## src/rtl/mips_cpu_mem_unit.sv

```systemverilog
// -----------------------------------------------------------------------------
// mips_cpu_mem_unit
//
// Load/store unit sitting between the MIPS core and an Avalon-MM master port.
// It takes one memory op at a time. For each op it issues one Avalon read
// (loads) or one Avalon write (stores) and honours waitrequest. It then
// returns load data, extended or merged as the op requires (LWL/LWR merge with
// the current rt value). Misaligned and illegal ops finish without any bus
// cycle and raise resp_err.
//
// Optional feature (compile-time macro MEM_UNIT_TIMEOUT_EN):
//   When the macro is defined, a counter aborts an access that has seen
//   TIMEOUT_CYCLES waitrequest-high cycles. The unit then responds with
//   resp_err=1. When the macro is undefined, ACCESS waits on waitrequest
//   for as long as it takes.
//
// Parameters:
//   ADDR_W          byte-address width (Avalon address is word aligned)
//   TIMEOUT_CYCLES  waitrequest-high cycles tolerated before abort
//
// Ports:
//   clk, reset_n                  clock (rising edge), async active-low reset
//   req_valid/req_ready           op handshake, req_ready high only when idle
//   req_op, req_addr              op code and effective byte address
//   req_wdata, req_rt             store data and rt (LWL/LWR merge source)
//   resp_valid/resp_data/resp_err one-cycle completion pulse with result
//   address/read/write/waitrequest/writedata/byteenable/readdata
//                                 Avalon-MM master signals
// -----------------------------------------------------------------------------
module mips_cpu_mem_unit #(
    parameter int ADDR_W         = 32,
    parameter int TIMEOUT_CYCLES = 1024
) (
    input  logic              clk,
    input  logic              reset_n,
    input  logic              req_valid,
    output logic              req_ready,
    input  logic [3:0]        req_op,
    input  logic [ADDR_W-1:0] req_addr,
    input  logic [31:0]       req_wdata,
    input  logic [31:0]       req_rt,
    output logic              resp_valid,
    output logic [31:0]       resp_data,
    output logic              resp_err,
    output logic [ADDR_W-1:0] address,
    output logic              read,
    output logic              write,
    input  logic              waitrequest,
    output logic [31:0]       writedata,
    output logic [3:0]        byteenable,
    input  logic [31:0]       readdata
);

    localparam logic [3:0] OP_LW  = 4'h0;
    localparam logic [3:0] OP_LH  = 4'h1;
    localparam logic [3:0] OP_LHU = 4'h2;
    localparam logic [3:0] OP_LB  = 4'h3;
    localparam logic [3:0] OP_LBU = 4'h4;
    localparam logic [3:0] OP_LWL = 4'h5;
    localparam logic [3:0] OP_LWR = 4'h6;
    localparam logic [3:0] OP_SW  = 4'h8;
    localparam logic [3:0] OP_SH  = 4'h9;
    localparam logic [3:0] OP_SB  = 4'hA;

    typedef enum logic [1:0] {S_IDLE, S_ACCESS, S_RESP} state_t;

    state_t            state_reg, state_next;
    logic [ADDR_W-1:0] address_reg, address_next;
    logic [31:0]       writedata_reg, writedata_next;
    logic [3:0]        byteenable_reg, byteenable_next;
    logic              read_reg, read_next;
    logic              write_reg, write_next;
    logic [3:0]        op_reg, op_next;
    logic [1:0]        k_reg, k_next;
    logic [31:0]       rt_reg, rt_next;
    logic [31:0]       resp_data_reg, resp_data_next;
    logic              resp_err_reg, resp_err_next;

`ifdef MEM_UNIT_TIMEOUT_EN
    localparam int TMO_W = $clog2(TIMEOUT_CYCLES + 1);
    logic [TMO_W-1:0]  tmo_cnt_reg, tmo_cnt_next;
`endif

    // ------------------------------------------------------------------
    // Request decode (only meaningful while idle)
    // ------------------------------------------------------------------
    logic [1:0]  req_k;
    logic        req_legal;
    logic        req_store;
    logic        req_misalign;
    logic [3:0]  req_be;
    logic [31:0] req_wd;

    assign req_k = req_addr[1:0];

    always_comb begin
        req_legal    = 1'b1;
        req_store    = 1'b0;
        req_misalign = 1'b0;
        req_be       = 4'b1111;     // loads always fetch the whole word
        req_wd       = 32'h0;
        case (req_op)
            OP_LW:                 req_misalign = |req_k;
            OP_LH, OP_LHU:         req_misalign = req_k[0];
            OP_LB, OP_LBU,
            OP_LWL, OP_LWR:        req_misalign = 1'b0;
            OP_SW: begin
                req_store    = 1'b1;
                req_misalign = |req_k;
                req_wd       = req_wdata;
            end
            OP_SH: begin
                req_store    = 1'b1;
                req_misalign = req_k[0];
                req_be       = req_k[1] ? 4'b1100 : 4'b0011;
                req_wd       = {2{req_wdata[15:0]}};
            end
            OP_SB: begin
                req_store = 1'b1;
                req_be    = 4'b0001 << req_k;
                req_wd    = {4{req_wdata[7:0]}};
            end
            default:               req_legal = 1'b0;
        endcase
    end

    // ------------------------------------------------------------------
    // Load result formatting from the registered op/offset/rt
    // ------------------------------------------------------------------
    logic [7:0] rd_byte [4];

    generate
        for (genvar gi = 0; gi < 4; gi++) begin : g_lane
            assign rd_byte[gi] = readdata[8*gi +: 8];
        end
    endgenerate

    logic [7:0]  ld_byte;
    logic [15:0] ld_half;
    logic [31:0] ld_data;

    always_comb begin
        ld_byte = rd_byte[k_reg];
        ld_half = k_reg[1] ? readdata[31:16] : readdata[15:0];
        ld_data = 32'h0;
        case (op_reg)
            OP_LW:  ld_data = readdata;
            OP_LH:  ld_data = {{16{ld_half[15]}}, ld_half};
            OP_LHU: ld_data = {16'h0, ld_half};
            OP_LB:  ld_data = {{24{ld_byte[7]}}, ld_byte};
            OP_LBU: ld_data = {24'h0, ld_byte};
            OP_LWL: begin
                case (k_reg)
                    2'd0:    ld_data = {rd_byte[0], rt_reg[23:0]};
                    2'd1:    ld_data = {rd_byte[1], rd_byte[0], rt_reg[15:0]};
                    2'd2:    ld_data = {rd_byte[2], rd_byte[1], rd_byte[0], rt_reg[7:0]};
                    default: ld_data = readdata;
                endcase
            end
            OP_LWR: begin
                case (k_reg)
                    2'd0:    ld_data = readdata;
                    2'd1:    ld_data = {rt_reg[31:24], rd_byte[3], rd_byte[2], rd_byte[1]};
                    2'd2:    ld_data = {rt_reg[31:16], rd_byte[3], rd_byte[2]};
                    default: ld_data = {rt_reg[31:8], rd_byte[3]};
                endcase
            end
            default: ld_data = 32'h0;
        endcase
    end

    // ------------------------------------------------------------------
    // Next-state logic
    // ------------------------------------------------------------------
    always_comb begin
        state_next      = state_reg;
        address_next    = address_reg;
        writedata_next  = writedata_reg;
        byteenable_next = byteenable_reg;
        read_next       = read_reg;
        write_next      = write_reg;
        op_next         = op_reg;
        k_next          = k_reg;
        rt_next         = rt_reg;
        resp_data_next  = resp_data_reg;
        resp_err_next   = resp_err_reg;
`ifdef MEM_UNIT_TIMEOUT_EN
        tmo_cnt_next    = tmo_cnt_reg;
`endif
        case (state_reg)
            S_IDLE: begin
                if (req_valid) begin
                    op_next      = req_op;
                    k_next       = req_k;
                    rt_next      = req_rt;
                    address_next = {req_addr[ADDR_W-1:2], 2'b00};
`ifdef MEM_UNIT_TIMEOUT_EN
                    tmo_cnt_next = '0;
`endif
                    if (!req_legal || req_misalign) begin
                        // Rejected op: report straight away, no bus cycle.
                        state_next     = S_RESP;
                        resp_err_next  = 1'b1;
                        resp_data_next = 32'h0;
                    end else begin
                        state_next      = S_ACCESS;
                        read_next       = !req_store;
                        write_next      = req_store;
                        byteenable_next = req_be;
                        writedata_next  = req_wd;
                    end
                end
            end
            S_ACCESS: begin
                if (!waitrequest) begin
                    state_next     = S_RESP;
                    read_next      = 1'b0;
                    write_next     = 1'b0;
                    resp_err_next  = 1'b0;
                    resp_data_next = write_reg ? 32'h0 : ld_data;
                end
`ifdef MEM_UNIT_TIMEOUT_EN
                // The current cycle is the TIMEOUT_CYCLES-th stalled one.
                else if (tmo_cnt_reg == TMO_W'(TIMEOUT_CYCLES - 1)) begin
                    state_next     = S_RESP;
                    read_next      = 1'b0;
                    write_next     = 1'b0;
                    resp_err_next  = 1'b1;
                    resp_data_next = 32'h0;
                end else begin
                    tmo_cnt_next = tmo_cnt_reg + 1'b1;
                end
`endif
            end
            default: begin  // S_RESP: single-cycle response, then back to idle
                state_next     = S_IDLE;
                resp_err_next  = 1'b0;
                resp_data_next = 32'h0;
            end
        endcase
    end

    // ------------------------------------------------------------------
    // State registers
    // ------------------------------------------------------------------
    always_ff @(posedge clk or negedge reset_n) begin
        if (!reset_n) begin
            state_reg      <= S_IDLE;
            address_reg    <= '0;
            writedata_reg  <= 32'h0;
            byteenable_reg <= 4'h0;
            read_reg       <= 1'b0;
            write_reg      <= 1'b0;
            op_reg         <= 4'h0;
            k_reg          <= 2'd0;
            rt_reg         <= 32'h0;
            resp_data_reg  <= 32'h0;
            resp_err_reg   <= 1'b0;
`ifdef MEM_UNIT_TIMEOUT_EN
            tmo_cnt_reg    <= '0;
`endif
        end else begin
            state_reg      <= state_next;
            address_reg    <= address_next;
            writedata_reg  <= writedata_next;
            byteenable_reg <= byteenable_next;
            read_reg       <= read_next;
            write_reg      <= write_next;
            op_reg         <= op_next;
            k_reg          <= k_next;
            rt_reg         <= rt_next;
            resp_data_reg  <= resp_data_next;
            resp_err_reg   <= resp_err_next;
`ifdef MEM_UNIT_TIMEOUT_EN
            tmo_cnt_reg    <= tmo_cnt_next;
`endif
        end
    end

    assign req_ready  = (state_reg == S_IDLE);
    assign resp_valid = (state_reg == S_RESP);
    assign resp_data  = resp_data_reg;
    assign resp_err   = resp_err_reg;
    assign address    = address_reg;
    assign read       = read_reg;
    assign write      = write_reg;
    assign writedata  = writedata_reg;
    assign byteenable = byteenable_reg;

endmodule
```

## config.mk

```make
export PLATFORM = sky130hd
export DESIGN_NAME = mips_cpu_mem_unit
export DESIGN_NICKNAME = d
export VERILOG_FILES = /design/src/rtl/mips_cpu_mem_unit.sv
export SDC_FILE = /design/constraint.sdc
export NUM_CORES = 1
export LEC_CHECK = 0
export CORE_AREA = 2 2 125 127
export CTS_BUF_LIST = sky130_fd_sc_hd__clkbuf_8
export DETAILED_ROUTE_END_ITERATION = 12
export DIE_AREA = 0 0 127 129
export PLACE_DENSITY_LB_ADDON = 0.12
export SLEW_MARGIN = 30
export SYNTH_ARGS = -nofsm -noshare
export SYNTH_HDL_FRONTEND = slang
export SYNTH_SLANG_ARGS = --single-unit
```

## constraint.sdc

```tcl
create_clock -name clk -period 5.15 [get_ports clk]
set_input_delay 1.2875 -clock clk [delete_from_list [all_inputs] [get_ports clk]]
set_output_delay 1.2875 -clock clk [all_outputs]
set_load 0.02 [all_outputs]
```

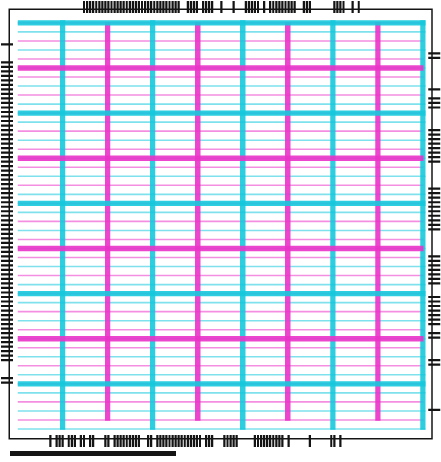
*Power grid*
The bar under the picture is 50 um long. Pins as bars on the die edge.
legend:
  magenta:
    net: VDD
  cyan:
    net: VSS
met4 straps: 9
met5 straps: 9
signal pins: 241
rows: 45
die height: 129 um
IR drop worst, VDD: 0.000275 V
Core Region: 15000 um^2
die x size: 127 um

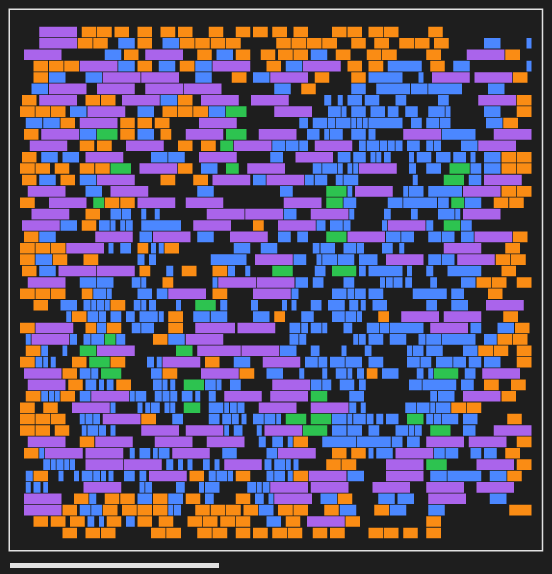
*Placement by cell class*
The bar under the picture is 50 um long.
legend:
  orange:
    class: other buffers and delay cells
    cells: 248
  blue:
    class: all other logic
    cells: 488
  purple:
    class: flip-flops
    cells: 141
  green:
    class: clock drivers and dummy loads
    cells: 32
Seq/total area: 34.0%
fin area: 10400 um^2

[metrics by stage]
| stage | setup WS, ns | hold slack (ns) | area, um^2 | instances |
|---|---|---|---|---|
| final | 1.90 | 0.485 | 10400 | 1097 |
| after global routing | 1.78 | 0.506 | 10400 | 1097 |
| after CTS | 1.96 | 0.485 | 10400 | 1097 |
| after detailed placement | 1.48 | 0.466 | 10000 | 1065 |
| after global placement | 1.53 | 0.466 | 10000 | 1065 |
| after floorplan | 2.53 | 0.481 | 7630 | 683 |
[layout by cell type (no fill, tap or decap), drive strengths merged, types with 14 or more instances in the layout]
cell | Yosys | final
o31ai | 18 | 18
inv | 11 | 20
o21ai | 27 | 27
dfrtp | 141 | 141
mux2i | 29 | 29
clkdlybuf4s50 | 0 | 237
nor2 | 35 | 35
a22o | 14 | 14
nand2 | 67 | 67
o2bb2ai | 20 | 20
a22oi | 19 | 19
mux4 | 17 | 17
clkbuf | 8 | 17
mux2 | 82 | 82
a21oi | 47 | 47
[cell type report]
class,count,share of cell area (%)
tap,188,2.26
sequential,141,34.0
clock buffer,17,2.25
multi-input combinational,477,35.9
timing repair buffer,248,23.7
clock inverter,15,1.62
inverter,11,0.397
[layer usage]
layer / track usage, % / routed length, um
met5: 0 / 13
met4: 10.3 / 601
met3: 9.19 / 1880
met2: 45.2 / 11000
met1: 34.9 / 8860
[worst min-delay path, stage by stage (launching register included)]
cell and delay (ns):
dfrtp_1 0.35, nand2_1 0.05, o31ai_1 0.05
[power by group through the flow]
stage | sequential [mW] | combinational [mW] | clock [mW]
final | 1.70 | 1.87 | 0.882
after global routing | 1.74 | 1.99 | 0.956
after CTS | 1.70 | 1.87 | 0.900
after detailed placement | 1.71 | 1.86 | 0
after global placement | 1.70 | 1.83 | 0
after floorplan | 1.75 | 1.10 | 0
==> impl_metrics.toml <==
# physical design summary
[run_status]
outcome = "finished clean"

[critical_path]
r2r_slack_ns = 2.43
path_depth = 6
path_buffers = 1
critical_path.max_stage_delay_ns = 0.67
critPathSlowestCell = "nor4b_4"
cp_cell_sequence = "clkdlybuf4s50_1 -> or3b_1 -> nor4b_4 -> nand2_1 -> nor2_1 -> a211o_1"
r2r-end = "resp_data[21]"
start_kind = "input port"
critPathTopFamily = "simple AND/OR/NAND/NOR gates"
reg2reg_from = "k_reg[1]"

[timing]
tns_ns = 0
tightest_slew_ns = 0.929
maxSlewViolCount = 0
finalCriticalPeriod_ns = 3.25
max_freq_mhz = 308
finalClockSkew_ns = 0.00690

[cells_and_area]
nNetsFinal = 1032
fin_util_pct = 69.5
n_fill_cell = 1127
drive_above_1_share_pct = 17.1
n_antenna_cell = 0
syn_to_final_growth_pct = 36.5

[power_and_ir_drop]
finalPower_mw = 4.45
pwr-share-clk_pct = 19.8
internal-power_mw = 2.71
p_comb_share_pct = 42.0
seqPwrFrac_pct = 38.2
leakagePower_nw = 4.23
p_per_area_nw_per_um2 = 427
switching_share_pct = 39.0

[synth]
syn_area_um2 = 7620
ys_cells = 682
xor_share_pct = 0.230
largest_area_cell = "dfrtp_1"
flop_cell = "dfrtp_1"
synthArstFlopShare_pct = 100
mux_share_pct = 20.9
ys_top_cells_by_area = "dfrtp_1 (46%), mux2_2 (12%), mux4_2 (5.0%)"
synthAoiAreaFrac_pct = 17.4
syn_inst = 682
avgSynthCellArea_um2 = 11.2
synthDistinctLibCells = 58
edf_count = 0
yosys_warnings = 0

[grt]
antenna_found_initial = 1
grt_start_max_net_pins = 114
grt_pass1_wl_um = 35400
grt_pass1_vias = 6660
grt_overflow_total = 0

[die]
initCoreUtil_pct = 50.9
die_area_um2 = 16400
rows = 45

[cts]
cts_hold_buf = 0
cts_tree = "built"
clock-sinks = 141
clk_pin_slew_ns = 0.09
clock_latency_ns = 0.45
cts_setup_buffers = 0
ctsResizeCount = 0
numCtsBuffers = 17

[min_path]
holdCritPathClass = "flop to flop"
holdPathEnd = "writedata[24]"

[route]
viasPerCell = 5.99
drtIter0Drc = 610
vias = 6566
ant_nets = 0

[placed_design]
hpwl_um = 16300
routabilityCongestion = 0.930
portBuffers = 238

[run]
cap_violations = 0
tool_warnings = 28
Power figures rest on the tool's default switching activity, not on a simulated workload.
